--- src/rtl/jac_intc_pkg.sv ---
// Shared definitions for the interrupt controller: register offsets inside the
// CPU data-memory window and the request state encoding.
package jac_intc_pkg;

    localparam int OFS_ENABLE  = 0;
    localparam int OFS_PENDING = 1;
    localparam int OFS_STATUS  = 2;
    localparam int OFS_VEC     = 3;

    typedef enum logic [1:0] {
        ST_IDLE    = 2'd0,
        ST_REQ     = 2'd1,
        ST_SERVICE = 2'd2
    } state_e;

endpackage

--- src/rtl/jac_int_ctrl_irq_sync.sv ---
// Two-flop synchroniser for one interrupt source plus a rising-edge detector
// on the synchronised level.
module irq_sync (
    input  logic clk_i,
    input  logic rst_ni,
    input  logic async_i,
    output logic level_o,
    output logic rise_o
);

    logic meta_q;
    logic sync_q;
    logic prev_q;

    // prev_q resets low, so a source already high at reset release reads as a rise.
    always_ff @(posedge clk_i or negedge rst_ni) begin
        if (!rst_ni) begin
            meta_q <= 1'b0;
            sync_q <= 1'b0;
            prev_q <= 1'b0;
        end else begin
            meta_q <= async_i;
            sync_q <= meta_q;
            prev_q <= sync_q;
        end
    end

    assign level_o = sync_q;
    assign rise_o  = sync_q & ~prev_q;

endmodule

--- src/rtl/jac_int_ctrl.sv ---
// Memory-mapped interrupt controller: per-channel enable/pending/vector
// registers, fixed lowest-index priority and a non-nesting IDLE/REQ/SERVICE handshake.
module jac_int_ctrl
    import jac_intc_pkg::*;
#(
    parameter int                NUM_CH    = 4,
    parameter logic [7:0]        BASE_ADDR = 8'd240,
    parameter logic [NUM_CH-1:0] EDGE_MASK = {NUM_CH{1'b1}}
) (
    input  logic              wb_clk_i,
    input  logic              reset_n,
    input  logic [7:0]        addr,
    input  logic [7:0]        w_data,
    input  logic              w_en,
    output logic [7:0]        r_data,
    output logic              hit,
    input  logic [NUM_CH-1:0] irq_src,
    output logic              int_req,
    output logic [7:0]        int_vec,
    input  logic              int_ack,
    input  logic              int_ret,
    output state_e            dbg_state
);

    localparam int IDX_W    = (NUM_CH > 1) ? $clog2(NUM_CH) : 1;
    localparam int LAST_OFS = OFS_VEC + NUM_CH - 1;

    logic [NUM_CH-1:0] sync_level;
    logic [NUM_CH-1:0] sync_rise;

    for (genvar g = 0; g < NUM_CH; g++) begin : g_sync
        irq_sync u_sync (
            .clk_i   (wb_clk_i),
            .rst_ni  (reset_n),
            .async_i (irq_src[g]),
            .level_o (sync_level[g]),
            .rise_o  (sync_rise[g])
        );
    end

    // 9-bit offset: addresses below the base wrap far above LAST_OFS.
    logic [8:0] ofs;
    assign ofs = {1'b0, addr} - {1'b0, BASE_ADDR};
    assign hit = (ofs <= 9'(LAST_OFS));

    logic              wr_enable;
    logic              wr_pending;
    logic [NUM_CH-1:0] vec_wr;

    assign wr_enable  = w_en && (ofs == 9'(OFS_ENABLE));
    assign wr_pending = w_en && (ofs == 9'(OFS_PENDING));

    always_comb begin
        vec_wr = '0;
        for (int i = 0; i < NUM_CH; i++) begin
            vec_wr[i] = w_en && (ofs == 9'(OFS_VEC + i));
        end
    end

    logic [NUM_CH-1:0] enable_q;
    logic [NUM_CH-1:0] pending_q;
    logic [NUM_CH-1:0] pending_d;
    logic [NUM_CH-1:0] clr;
    logic [7:0]        vec_q [NUM_CH];

    state_e            state_q;
    logic              int_req_q;
    logic [7:0]        int_vec_q;
    logic [IDX_W-1:0]  win_q;
    logic [IDX_W-1:0]  win_idx;
    logic [NUM_CH-1:0] req_vec;
    logic              any_req;

    always_comb begin
        req_vec = pending_q & enable_q;
        win_idx = '0;
        for (int i = NUM_CH - 1; i >= 0; i--) begin
            if (req_vec[i]) begin
                win_idx = IDX_W'(i);
            end
        end
    end

    assign any_req = |req_vec;

    // Edge channels: a new rise beats a clear in the same cycle.
    always_comb begin
        clr = '0;
        if (wr_pending) begin
            clr = w_data[NUM_CH-1:0];
        end
        if (state_q == ST_REQ && int_ack) begin
            clr[win_q] = 1'b1;
        end
        pending_d = pending_q;
        for (int i = 0; i < NUM_CH; i++) begin
            if (EDGE_MASK[i]) begin
                pending_d[i] = (pending_q[i] & ~clr[i]) | sync_rise[i];
            end else begin
                pending_d[i] = sync_level[i];
            end
        end
    end

    always_ff @(posedge wb_clk_i or negedge reset_n) begin
        if (!reset_n) begin
            enable_q  <= '0;
            pending_q <= '0;
            for (int i = 0; i < NUM_CH; i++) begin
                vec_q[i] <= '0;
            end
        end else begin
            if (wr_enable) begin
                enable_q <= w_data[NUM_CH-1:0];
            end
            pending_q <= pending_d;
            for (int i = 0; i < NUM_CH; i++) begin
                if (vec_wr[i]) begin
                    vec_q[i] <= w_data;
                end
            end
        end
    end

    // Vector is captured on entry to REQ, so later VEC writes wait for the next request.
    always_ff @(posedge wb_clk_i or negedge reset_n) begin
        if (!reset_n) begin
            state_q   <= ST_IDLE;
            int_req_q <= 1'b0;
            int_vec_q <= '0;
            win_q     <= '0;
        end else begin
            case (state_q)
                ST_IDLE: begin
                    if (any_req) begin
                        state_q   <= ST_REQ;
                        win_q     <= win_idx;
                        int_vec_q <= vec_q[win_idx];
                        int_req_q <= 1'b1;
                    end
                end
                ST_REQ: begin
                    if (int_ack) begin
                        state_q   <= ST_SERVICE;
                        int_req_q <= 1'b0;
                    end else if (!enable_q[win_q] || !pending_q[win_q]) begin
                        state_q   <= ST_IDLE;
                        int_req_q <= 1'b0;
                    end
                end
                ST_SERVICE: begin
                    if (int_ret) begin
                        state_q <= ST_IDLE;
                    end
                end
                default: begin
                    state_q   <= ST_IDLE;
                    int_req_q <= 1'b0;
                end
            endcase
        end
    end

    assign int_req   = int_req_q;
    assign int_vec   = int_vec_q;
    assign dbg_state = state_q;

    always_comb begin
        r_data = '0;
        if (hit) begin
            if (ofs == 9'(OFS_ENABLE)) begin
                r_data = 8'(enable_q);
            end else if (ofs == 9'(OFS_PENDING)) begin
                r_data = 8'(pending_q);
            end else if (ofs == 9'(OFS_STATUS)) begin
                r_data = {(state_q == ST_SERVICE), 4'b0000, 3'(win_q)};
            end else begin
                for (int i = 0; i < NUM_CH; i++) begin
                    if (ofs == 9'(OFS_VEC + i)) begin
                        r_data = vec_q[i];
                    end
                end
            end
        end
    end

endmodule

--- config.mk ---
export PLATFORM = sky130hd
export DESIGN_NAME = jac_int_ctrl
export DESIGN_NICKNAME = d
export VERILOG_FILES = /design/src/rtl/jac_intc_pkg.sv /design/src/rtl/jac_int_ctrl_irq_sync.sv /design/src/rtl/jac_int_ctrl.sv
export SDC_FILE = /design/constraint.sdc
export NUM_CORES = 1
export LEC_CHECK = 0
export CORE_ASPECT_RATIO = 0.5
export CORE_UTILIZATION = 55
export DETAILED_ROUTE_END_ITERATION = 10
export PLACE_DENSITY = 0.85
export SLEW_MARGIN = 20
export SYNTH_ARGS = -nofsm -noshare
export SYNTH_HDL_FRONTEND = slang
export SYNTH_SLANG_ARGS = --single-unit
--- constraint.sdc ---
create_clock -name wb_clk_i -period 1.9 [get_ports wb_clk_i]
set_input_delay 0.19 -clock wb_clk_i [delete_from_list [all_inputs] [get_ports wb_clk_i]]
set_output_delay 0.19 -clock wb_clk_i [all_outputs]
set_load 0.03 [all_outputs]
==> images/clk_routes.png <==
Scale bar: 20 µm.
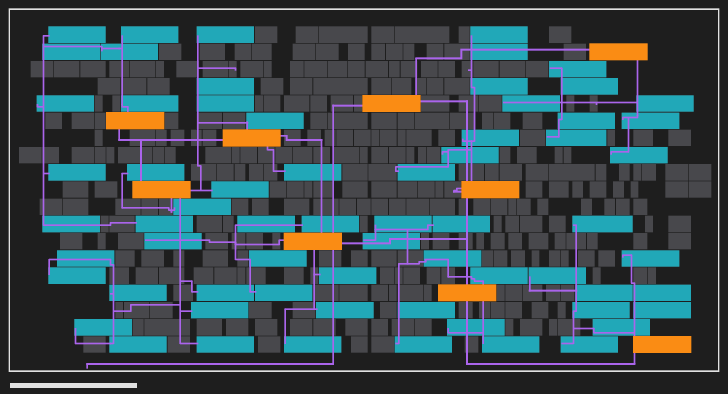
[cyan] flip-flops | count: 65
[purple] clock wires | length: 855 µm
[orange] clock drivers | count: 9
routed clock nets	10

==> images/sizes.png <==
Scale bar: 20 µm.
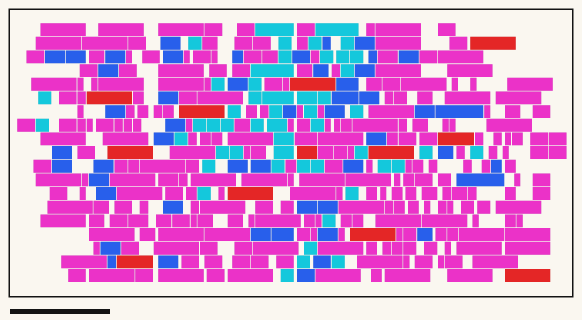
colour	size	cells
red	_6 and larger	12
cyan	_3 and _4 cells	51
blue	_2 cells	50
magenta	_0 and _1 cells	263
fin area: 0.00434 mm²
Setup WS post-layout: 0.00621 ns
Layout area overhead: 30.9%
Non-CTS buffers: 82

==> images/flops_by_reg.png <==
Other sequential cells in the stronger grey, the rest of the logic in the fainter grey.
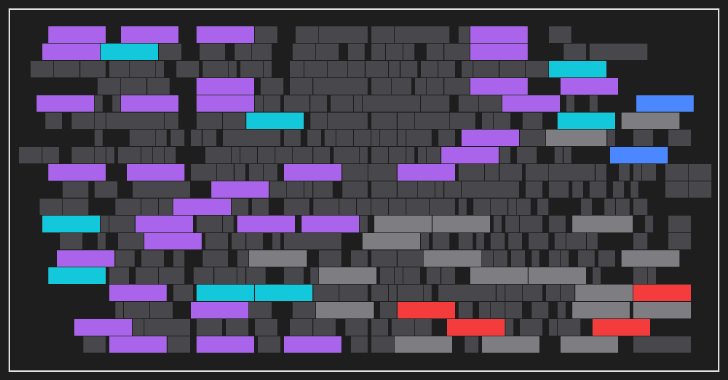
colour	signal	placed flops
blue	dbg_state	2
red	g_sync.u_sync.prev_q	4
purple	vec_q	32
cyan	int_vec	8
not coloured	19
Seq. pwr: 1.46 mW
Core Util, Final: 76.8%
Seq area share: 37.5%
register area: 0.00163 mm²

==> images/clocks.png <==
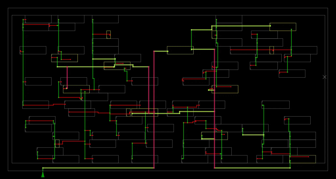
clock sinks: 65
TritonCTS Buffers: 9
Clk power: 1.41 mW

==> images/layer_met4.png <==
Supply wires on this layer in grey.
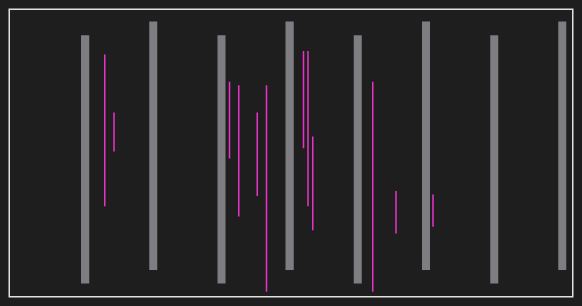
share of all routed wire	2.8%
nets with wire on the layer	10
final wirelength: 9160 µm
via count: 2846

==> out/results.txt <==
Placed cell areas -> 0.00403 mm²
XORs/XNORs by Area -> 0%
Number of cells on the critical path -> 7
Row Count -> 19
Most frequent cells in the layout -> 63 x dfrtp_1, 43 x buf_4, 33 x mux2_2
Setup TNS -> 0 ns
# Cells Yosys -> 295
Crit. End Element -> output port
ANT nets after route -> 0
Synth top area cells -> dfrtp_1 49%, mux2_2 11%, mux2i_1 5.4%, nand2_1 2.5%, o221ai_1 2.1%
Worst VDD drop -> 0.480 mV
Non-clock buffer share -> 16.6%
CP peak stage delay -> 0.29 ns
Post-Layout Cell Count -> 449
Placed Cells -> 431
Total Power -> 3.23 mW
Fraction of registers with async set/reset -> 100%
Main logic family after synthesis -> multiplexers
Initial DRT Pass Iterations -> 8
CP Launch Type -> input pin
CTS-repair resized insts -> 8
CTS Hold Bufs -> 1
Final setup viols -> 0
Failing checks -> DRC
Cycle use final -> 99.7%
First-pass GRT wire length -> 14800 µm
Hold EP -> g_sync[0].u_sync.meta_q$_DFF_PN0_
Largest Register -> vec_q
CP arrival -> 1.70 ns
Commonest cells in the netlist -> 65 x dfrtp_1, 33 x mux2_2, 22 x nand2_1
Postcts setup bufs -> 2
Clock network contribution to total cell area -> 5.65%
Crit Path Max Fanout -> 5
Max-cap violations -> 0
Num sequential -> 65
Reg2Reg Depth -> 3
Residual DRC -> 1
Worst Tran Pin Value -> 0.533 ns
FMAX -> 0.528 GHz
Fill cells -> 352
Hold Slack -> 0.301 ns
Outcome -> finished, violations left
Clock Tree Buf Depth -> 2
Buf+Inv Stages, Crit Path -> 3
Worst reg-to-reg setup slack -> 0.25 ns
Switching share of power -> 24.2%
Simple logic cell fraction of the synthesized area -> 13.4%
Hold Crit Class -> in -> reg
Ys flop type -> dfrtp_1
Max-slew violation count -> 0
Fp util -> 58.7%
Nets@finish -> 400
# Taps -> 73
DP Wirelength -> 6260 µm
RePlAce Congestion -> 0.921
FA/HA/MAJ Cells, Area Fraction -> 0.754%
Hold path start -> irq_src[0]
Die W -> 112 µm
CTS H-tree depth -> 3
-- routing by layer --
layer / wire, µm / vias up / global-route usage, % / part of all wire [%]
li1: - / 1245 / - / -
met1: 3630 / 1409 / 39.9 / 40
met2: 4280 / 165 / 50.7 / 47
met3: 993 / 27 / 11.3 / 11
met4: 259 / 0 / 12.9 / 2.8
met5: 0 / - / 0 / 0
-- worst max-delay path by stage --
| stage | start | to | slack, ns |
|---|---|---|---|
| 2_1_floorplan | dbg_state[0]$_DFFE_PN0P_ | r_data[7] | -0.01 |
| 4_1_cts | addr[4] | r_data[2] | -0.02 |
| 5_1_grt | addr[4] | r_data[3] | -0.02 |
| 3_5_place_dp | addr[5] | r_data[2] | -0.35 |
| 6_report | addr[5] | r_data[3] | 0.006 |
| 3_3_place_gp | addr[4] | r_data[7] | -0.22 |
Power is estimated from default activity; no workload was simulated.
